<file path="config.mk">
export PLATFORM = sky130hd
export DESIGN_NAME = i2s_rx_param
export DESIGN_NICKNAME = d
export VERILOG_FILES = /design/src/rtl/i2s_pkg.sv /design/src/rtl/i2s_rx_param_edge_sync.sv /design/src/rtl/i2s_rx_param.sv
export SDC_FILE = /design/constraint.sdc
export NUM_CORES = 1
export LEC_CHECK = 0
export CAP_MARGIN = 20
export CORE_MARGIN = 3
export CORE_UTILIZATION = 55
export DETAILED_ROUTE_END_ITERATION = 6
export MAX_ROUTING_LAYER = met4
export PLACE_DENSITY = 0.79
export SYNTH_ARGS = -nofsm -noshare
export SYNTH_HDL_FRONTEND = slang
export SYNTH_HIERARCHICAL = 1
export SYNTH_SLANG_ARGS = --single-unit
</file>
<file path="constraint.sdc">
create_clock -name clk -period 3.15 [get_ports clk]
set_input_delay 0.4725 -clock clk [delete_from_list [all_inputs] [get_ports clk]]
set_output_delay 0.4725 -clock clk [all_outputs]
set_load 0.1 [all_outputs]
</file>
<file path="src/rtl/i2s_pkg.sv">
// i2s_pkg: frame-format and FSM types shared by the I2S receiver, plus the
// word-select expectation rule used to police frame alignment.
package i2s_pkg;

    typedef enum logic {
        MODE_I2S = 1'b0,   // MSB one sclk after the ws edge
        MODE_LJ  = 1'b1    // MSB coincident with the ws edge
    } i2s_mode_e;

    typedef enum logic [1:0] {
        WAIT_SYNC = 2'd0,
        ALIGN     = 2'd1,
        LEFT      = 2'd2,
        RIGHT     = 2'd3
    } i2s_state_e;

    localparam int unsigned MAX_SLOT_W = 32;
    localparam int unsigned CNT_W      = $clog2(MAX_SLOT_W);

    // Word-select level the transmitter must present at a slot position.
    // In I2S framing ws changes one bit early, so the last position of a
    // slot already carries the next channel's level.
    function automatic logic expected_ws(input i2s_mode_e mode,
                                         input logic      right_chan,
                                         input logic      last_pos);
        if ((mode == MODE_I2S) && last_pos) begin
            return ~right_chan;
        end
        return right_chan;
    endfunction

endpackage

</file>
<file path="src/rtl/i2s_rx_param_edge_sync.sv">
// i2s_edge_sync: two-flop synchroniser for one asynchronous bus line with
// single-clk rise and fall pulses derived from the synchronised level.
module i2s_edge_sync (
    input  logic clk,
    input  logic rst_n,
    input  logic async_i,
    output logic sync_o,
    output logic rise_o,
    output logic fall_o
);

    logic meta_q;
    logic sync_q;
    logic prev_q;

    // Two synchroniser stages plus one history stage for edge detection.
    always_ff @(posedge clk or negedge rst_n) begin
        if (!rst_n) begin
            meta_q <= 1'b0;
            sync_q <= 1'b0;
            prev_q <= 1'b0;
        end else begin
            meta_q <= async_i;
            sync_q <= meta_q;
            prev_q <= sync_q;
        end
    end

    assign sync_o = sync_q;
    assign rise_o = sync_q & ~prev_q;
    assign fall_o = ~sync_q & prev_q;

endmodule

</file>
<file path="src/rtl/i2s_rx_param.sv">
// i2s_rx_param: I2S / left-justified serial audio receiver. Oversamples the
// bus with clk, tracks slot positions, polices word-select alignment and
// presents each completed stereo frame through a valid/ready handshake.
// Optional build macro I2S_RX_ERR_CNT_EN adds an 8-bit saturating error
// counter output err_cnt (sync errors plus overruns).
module i2s_rx_param
    import i2s_pkg::*;
#(
    parameter int unsigned DATA_W = 24,
    parameter int unsigned SLOT_W = 32,
    parameter i2s_mode_e   MODE   = MODE_I2S
) (
    input  logic              clk,
    input  logic              rst_n,
    input  logic              I2S_sclk,
    input  logic              I2S_ws,
    input  logic              I2S_data,
    output logic [DATA_W-1:0] lft_chnnl,
    output logic [DATA_W-1:0] rght_chnnl,
    output logic              out_vld,
    input  logic              out_rdy,
    output logic              sync_err,
    output logic              overrun
`ifdef I2S_RX_ERR_CNT_EN
    ,
    output logic [7:0]        err_cnt
`endif
);

    if (DATA_W > SLOT_W) begin : g_bad_data_w
        $error("i2s_rx_param: DATA_W must not exceed SLOT_W");
    end
    if (SLOT_W > MAX_SLOT_W) begin : g_bad_slot_w
        $error("i2s_rx_param: SLOT_W exceeds MAX_SLOT_W");
    end
    if (DATA_W < 2) begin : g_bad_min_w
        $error("i2s_rx_param: DATA_W too small");
    end

    localparam logic [CNT_W-1:0] LAST_POS = CNT_W'(SLOT_W - 1);
    localparam logic [CNT_W:0]   DATA_LIM = (CNT_W + 1)'(DATA_W);

    logic sclk_sync;
    logic sclk_rise;
    logic sclk_fall;
    logic ws_sync;
    logic ws_rise;
    logic ws_fall;

    i2s_edge_sync u_sclk_sync (
        .clk     (clk),
        .rst_n   (rst_n),
        .async_i (I2S_sclk),
        .sync_o  (sclk_sync),
        .rise_o  (sclk_rise),
        .fall_o  (sclk_fall)
    );

    i2s_edge_sync u_ws_sync (
        .clk     (clk),
        .rst_n   (rst_n),
        .async_i (I2S_ws),
        .sync_o  (ws_sync),
        .rise_o  (ws_rise),
        .fall_o  (ws_fall)
    );

    logic unused_edges;
    assign unused_edges = ^{sclk_sync, sclk_fall, ws_rise};

    i2s_state_e        state_q, state_d;
    logic [CNT_W-1:0]  cnt_q, cnt_d;
    logic [DATA_W-1:0] lsh_q, lsh_d;
    logic [DATA_W-1:0] rsh_q, rsh_d;
    logic [DATA_W-1:0] lft_q, lft_d;
    logic [DATA_W-1:0] rght_q, rght_d;
    logic              vld_q, vld_d;
    logic              serr_q, serr_d;
    logic              ovr_q, ovr_d;
    logic              data_meta_q, data_sync_q;
    logic              load;
    logic              ws_exp;

    // Data line synchroniser, same depth as sclk so samples line up with rise.
    always_ff @(posedge clk or negedge rst_n) begin
        if (!rst_n) begin
            data_meta_q <= 1'b0;
            data_sync_q <= 1'b0;
        end else begin
            data_meta_q <= I2S_data;
            data_sync_q <= data_meta_q;
        end
    end

    // Frame FSM state, slot counter, shift registers and output registers.
    always_ff @(posedge clk or negedge rst_n) begin
        if (!rst_n) begin
            state_q <= WAIT_SYNC;
            cnt_q   <= '0;
            lsh_q   <= '0;
            rsh_q   <= '0;
            lft_q   <= '0;
            rght_q  <= '0;
            vld_q   <= 1'b0;
            serr_q  <= 1'b0;
            ovr_q   <= 1'b0;
        end else begin
            state_q <= state_d;
            cnt_q   <= cnt_d;
            lsh_q   <= lsh_d;
            rsh_q   <= rsh_d;
            lft_q   <= lft_d;
            rght_q  <= rght_d;
            vld_q   <= vld_d;
            serr_q  <= serr_d;
            ovr_q   <= ovr_d;
        end
    end

    // Next-state: ws-fall alignment, slot bit counting, ws policing, frame hand-off.
    always_comb begin
        state_d = state_q;
        cnt_d   = cnt_q;
        lsh_d   = lsh_q;
        rsh_d   = rsh_q;
        lft_d   = lft_q;
        rght_d  = rght_q;
        vld_d   = vld_q;
        serr_d  = 1'b0;
        ovr_d   = 1'b0;
        load    = 1'b0;
        ws_exp  = expected_ws(MODE, state_q == RIGHT, cnt_q == LAST_POS);

        if (vld_q && out_rdy) begin
            vld_d = 1'b0;
        end

        case (state_q)
            WAIT_SYNC: begin
                if (ws_fall) begin
                    cnt_d = '0;
                    if (MODE == MODE_LJ) begin
                        state_d = LEFT;
                        // A coincident sclk rise already carries the MSB.
                        if (sclk_rise) begin
                            lsh_d = {lsh_q[DATA_W-2:0], data_sync_q};
                            cnt_d = CNT_W'(1);
                        end
                    end else if (sclk_rise) begin
                        // The coincident rise is the one ALIGN would discard.
                        state_d = LEFT;
                    end else begin
                        state_d = ALIGN;
                    end
                end
            end

            ALIGN: begin
                if (sclk_rise) begin
                    state_d = LEFT;
                    cnt_d   = '0;
                end
            end

            LEFT, RIGHT: begin
                if (sclk_rise) begin
                    if (ws_sync != ws_exp) begin
                        serr_d  = 1'b1;
                        state_d = WAIT_SYNC;
                        cnt_d   = '0;
                        lsh_d   = '0;
                        rsh_d   = '0;
                    end else begin
                        if ({1'b0, cnt_q} < DATA_LIM) begin
                            if (state_q == LEFT) begin
                                lsh_d = {lsh_q[DATA_W-2:0], data_sync_q};
                            end else begin
                                rsh_d = {rsh_q[DATA_W-2:0], data_sync_q};
                            end
                        end
                        if (cnt_q == LAST_POS) begin
                            cnt_d   = '0;
                            state_d = (state_q == LEFT) ? RIGHT : LEFT;
                            load    = (state_q == RIGHT);
                        end else begin
                            cnt_d = cnt_q + CNT_W'(1);
                        end
                    end
                end
            end

            default: begin
                state_d = WAIT_SYNC;
                cnt_d   = '0;
            end
        endcase

        if (load) begin
            lft_d  = lsh_q;
            rght_d = rsh_d;
            vld_d  = 1'b1;
            ovr_d  = vld_q && !out_rdy;
        end
    end

    assign lft_chnnl  = lft_q;
    assign rght_chnnl = rght_q;
    assign out_vld    = vld_q;
    assign sync_err   = serr_q;
    assign overrun    = ovr_q;

`ifdef I2S_RX_ERR_CNT_EN
    logic [7:0] err_cnt_q, err_cnt_d;
    logic [8:0] err_sum;

    // Saturating error tally; a coincident sync error and overrun add two.
    always_comb begin
        err_sum   = {1'b0, err_cnt_q} + 9'(serr_d) + 9'(ovr_d);
        err_cnt_d = err_sum[8] ? 8'hFF : err_sum[7:0];
    end

    // Error counter register.
    always_ff @(posedge clk or negedge rst_n) begin
        if (!rst_n) begin
            err_cnt_q <= '0;
        end else begin
            err_cnt_q <= err_cnt_d;
        end
    end

    assign err_cnt = err_cnt_q;
`endif

endmodule

</file>
==> results.txt <==
This memo summarizes the results of the implementation run.

Min path
The class of the worst hold path is flip-flop to flip-flop. The launch point of the worst hold path is u_sclk_sync/meta_q.

Power
The fraction of power consumed by combinational cells is 12.4%. In this run the static leakage power is 2.77 nW. The internal cell power is 2.98 mW.

Sequential cells burn 41.6% of the power. The switching power summed over all nets is 1.10 mW. After layout, the design draws a total of 4.08 mW.

The highest supply drop recorded on VDD is 0.473 mV. The portion of total power attributed to the clock network is 46.1%. Per the summary, power density relative to cell area is 725 mW/mm2. The script computed the net switching share of total power as 27.0%.

Clock network
The registers of the reported paths see a clock transition of 0.06 ns. The number of clock sinks is 114. Buffers inserted during clock tree synthesis total 17. Once the clock tree was built, the resizer swapped 0 gates to a different size. TritonCTS built the clock tree. The clock reaches the later pin of the worst-skew pair after 0.51 ns. The H-tree depth reported by CTS is 4. The buffer levels on the longest clock path is 2.

The master cell of the clock root buffer is clkbuf_8.

Setup path
The critical path goes through ha_1, and3_1, ha_1, ha_1, xnor2_2, and3_2, buf_12, nor2_1, a31oi_1. The buffer-and-inverter tally for the worst setup path is 1. STA classifies the critical path startpoint as a flip-flop. The biggest cell delay along the critical path is 0.41 ns.

The maximum fanout encountered on the critical timing path is 71. The timing startpoint of the critical path is cnt_q[0]. The setup slack of the most critical reg-to-reg path is 0.47 ns. The critical path class is flip-flop to flip-flop. The slowest stage of the critical path belongs to the cell dfrtp_1. For the worst setup path, the data required time is 3.58 ns. The critical path endpoint category is a flip-flop. The kind of cell with the highest combined delay on the critical path is adder cells. The critical path data arrival time is 3.10 ns. The start of the worst register-to-register path is cnt_q[0]. The most prevalent standard cell on the critical path is ha_1.

Route
After detailed routing, the number of vias per cell comes to 5.53. For this run, design rule violations remaining after detail routing come to 0. The detail route stage leaves a number of antenna-violating nets equal to 0. The detailed router finished its first iteration with 191 violations. Dividing the detail-routed wire length by the instance count gives 14.8 um. In the log, the iteration count for the first detailed-route pass is 4.

Die
The floorplan step defined a die boundary enclosing 0.00938 mm2. At the floorplan stage, the core utilization is reported as 57.6%. The die outline height is 96.9 um. The horizontal die dimension is 96.9 um.

For reference, the placement row count at floorplan is 32. The core box area is 0.00789 mm2.

Logic synthesis
The post-synthesis instance area is 0.00454 mm2. Synthesis handed over a netlist of 448 instances. At floorplan, the net count of the design was reported as 457. The number of warnings issued by yosys is 6. The average size of a mapped cell is 10.1 um2.

STA
The final total negative setup slack is 0 ns. Hold is met by 0.346 ns. The clock period minus worst slack is 2.68 ns. Setup repair after global routing left no endpoint under its margin. For reference, the final report shows the hold violation count at 0. In the final report, the number of pins over their slew limit comes to 0. The pin closest to its max-slew limit shows a slew of 0.967 ns. The number of setup violations in the final report is 0. The period utilization is 84.9%.

Across all checked pins, the minimum headroom to the slew limit is 35.3%. The highest clock rate is 374 MHz. The maximum clock skew at final layout is 0.00607 ns.

Cells and area
According to the finish report, the design has a final net count of 517. The final antenna diode tally reported by the flow is 0. The filler cell count in the final layout is 553.

The final report gives the core utilization as 71.4%. The finished cells cover 0.00563 mm2. The post-synthesis to final-layout area growth is 24.0%. The sequential cells in the finished layout cover a total of 0.00285 mm2.

The multi-input combinational cells in the finished layout cover a total of 0.00152 mm2. Of the cells placed in the final design, the portion with a size suffix greater than 1 is 19.0%.

Global route
The via count of the first global-routing pass is 3526. The total congestion overflow is 0. The met2 track demand over resource is 35.1%.

Entering global routing, the biggest net connects 72 pins. The first global-routing pass estimated 16400 um of wire. Routing resource usage on met1 recorded by global route was 27.5%. The initial antenna violation count is 0. The global routing usage on met3 is 6.49%. The routing layer with the top usage in global route is met2.

Job
OpenROAD emitted warnings numbering 26. The number of max-cap violations is 0.

Placed design
The HPWL after detailed placement is 5760 um. The cell area after placement is 0.00503 mm2. After its last routability iteration, the placer logged a weighted congestion of 0.777.

Status
The run finished with clean final reports.
==> metal layers <==
metal  part of all wire (%)  routed length, um
met1                     43               3960
met2                     51               4700
met3                    5.0                461
met4                    1.2                114
met5                      0                  0
==> worst register-to-register path: stages, from the launching register on <==
cell and delay, ns:
dfrtp_1 0.41, ha_1 0.24, and3_1 0.19, ha_1 0.25, ha_1 0.37, xnor2_2 0.33, and3_2 0.27, buf_12 0.29
nor2_1 0.09, a31oi_1 0.16
==> cell type report <==
class / count / area share [%]
Timing Repair Buffer: 67 / 9.51
Clock inverter: 13 / 2.87
Tap cell: 102 / 2.27
Inverter: 1 / 0.0667
Sequential cell: 114 / 50.7
Clock buffer: 19 / 7.67
Multi-Input combinational cell: 307 / 26.9
==> power groups by stage <==
stage / Sequential, mW / Clock [mW] / Combinational [mW]
2_1_floorplan: 1.70 / 0 / 0.366
3_3_place_gp: 1.71 / 0 / 0.482
3_5_place_dp: 1.71 / 0 / 0.503
4_1_cts: 1.69 / 1.90 / 0.509
5_1_grt: 1.71 / 1.97 / 0.572
6_report: 1.70 / 1.88 / 0.505
==> registers in the layout, indices dropped and copies added, names as in the netlist <==
signal,count
lft_chnnl,24
lsh_q,24
rght_chnnl,24
rsh_q,24
cnt_q,5
state_q,2
data_meta_q,1
data_sync_q,1
out_vld,1
overrun,1
sync_err,1
u_sclk_sync/meta_q,1
u_sclk_sync/prev_q,1
u_sclk_sync/sync_o,1
u_ws_sync/meta_q,1
u_ws_sync/prev_q,1
u_ws_sync/sync_o,1
==> cell usage in the layout (no fill, tap or decap), types with 2 or more instances in the layout <==
cell and count:
nand2_1 148, dfrtp_1 114, buf_4 58, a21oi_1 29, nor2_1 26, a31oi_1 25
a22oi_1 24, o21ai_0 16, clkbuf_16 16, o21ai_1 9, clkdlybuf4s50_1 7, clkinvlp_4 4
and3_1 3, ha_1 3, clkinv_4 3, bufinv_16 3, clkinv_2 3, nand3_1 2
mux2i_1 2, mux2_2 2, clkbuf_8 2
==> what timing repair did <==
item                                   in CTS  in global routing
setup buffers                               0                  0
hold buffers                                1                  0
endpoints found under the hold margin      27                  0
==> metrics by stage <==
stage | cells | setup slack, ns
global placement | 590 | 0.655
CTS | 623 | 0.455
detailed placement | 590 | 0.490
global route | 623 | 0.294
finish | 623 | 0.474
floorplan | 448 | 0.804
==> path summary, 6_finish.rpt <==
kind / to / depth (start not counted)
worst max-delay path: rght_chnnl[16] / 9
worst min-delay path: u_sclk_sync/sync_o / 0
worst max register to register: rght_chnnl[16] / 9
worst min register to register: u_sclk_sync/sync_o / 0
max in group asynchronous: lsh_q[6] / 3
min in group asynchronous: rsh_q[20] / 2
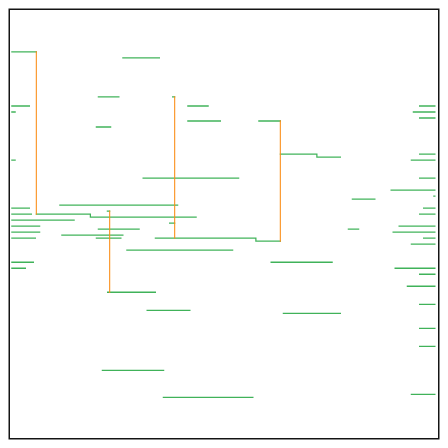
layers.png
Only two layers are drawn.
legend:
  green:
    layer: M3
    wire_length: 462 um
  orange:
    layer: M4
    wire_length: 114 um
final WL: 9230 um
routed via count: 3447
global-route usage over all layers: 22.0%

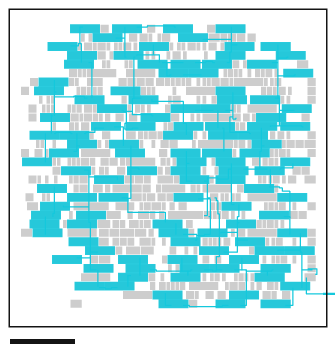
port_trees.png
Scale bar: 20 um.
legend:
  cyan:
    port: `rst_n`
    bits: 1
    direction: input
    edge: right
    end_cells: 114
    buffers: 5
    wire: 790 um
IO Pins: 57
buffers added on ports: 56

No activity file was given, so power comes from the tool's default toggle rates.
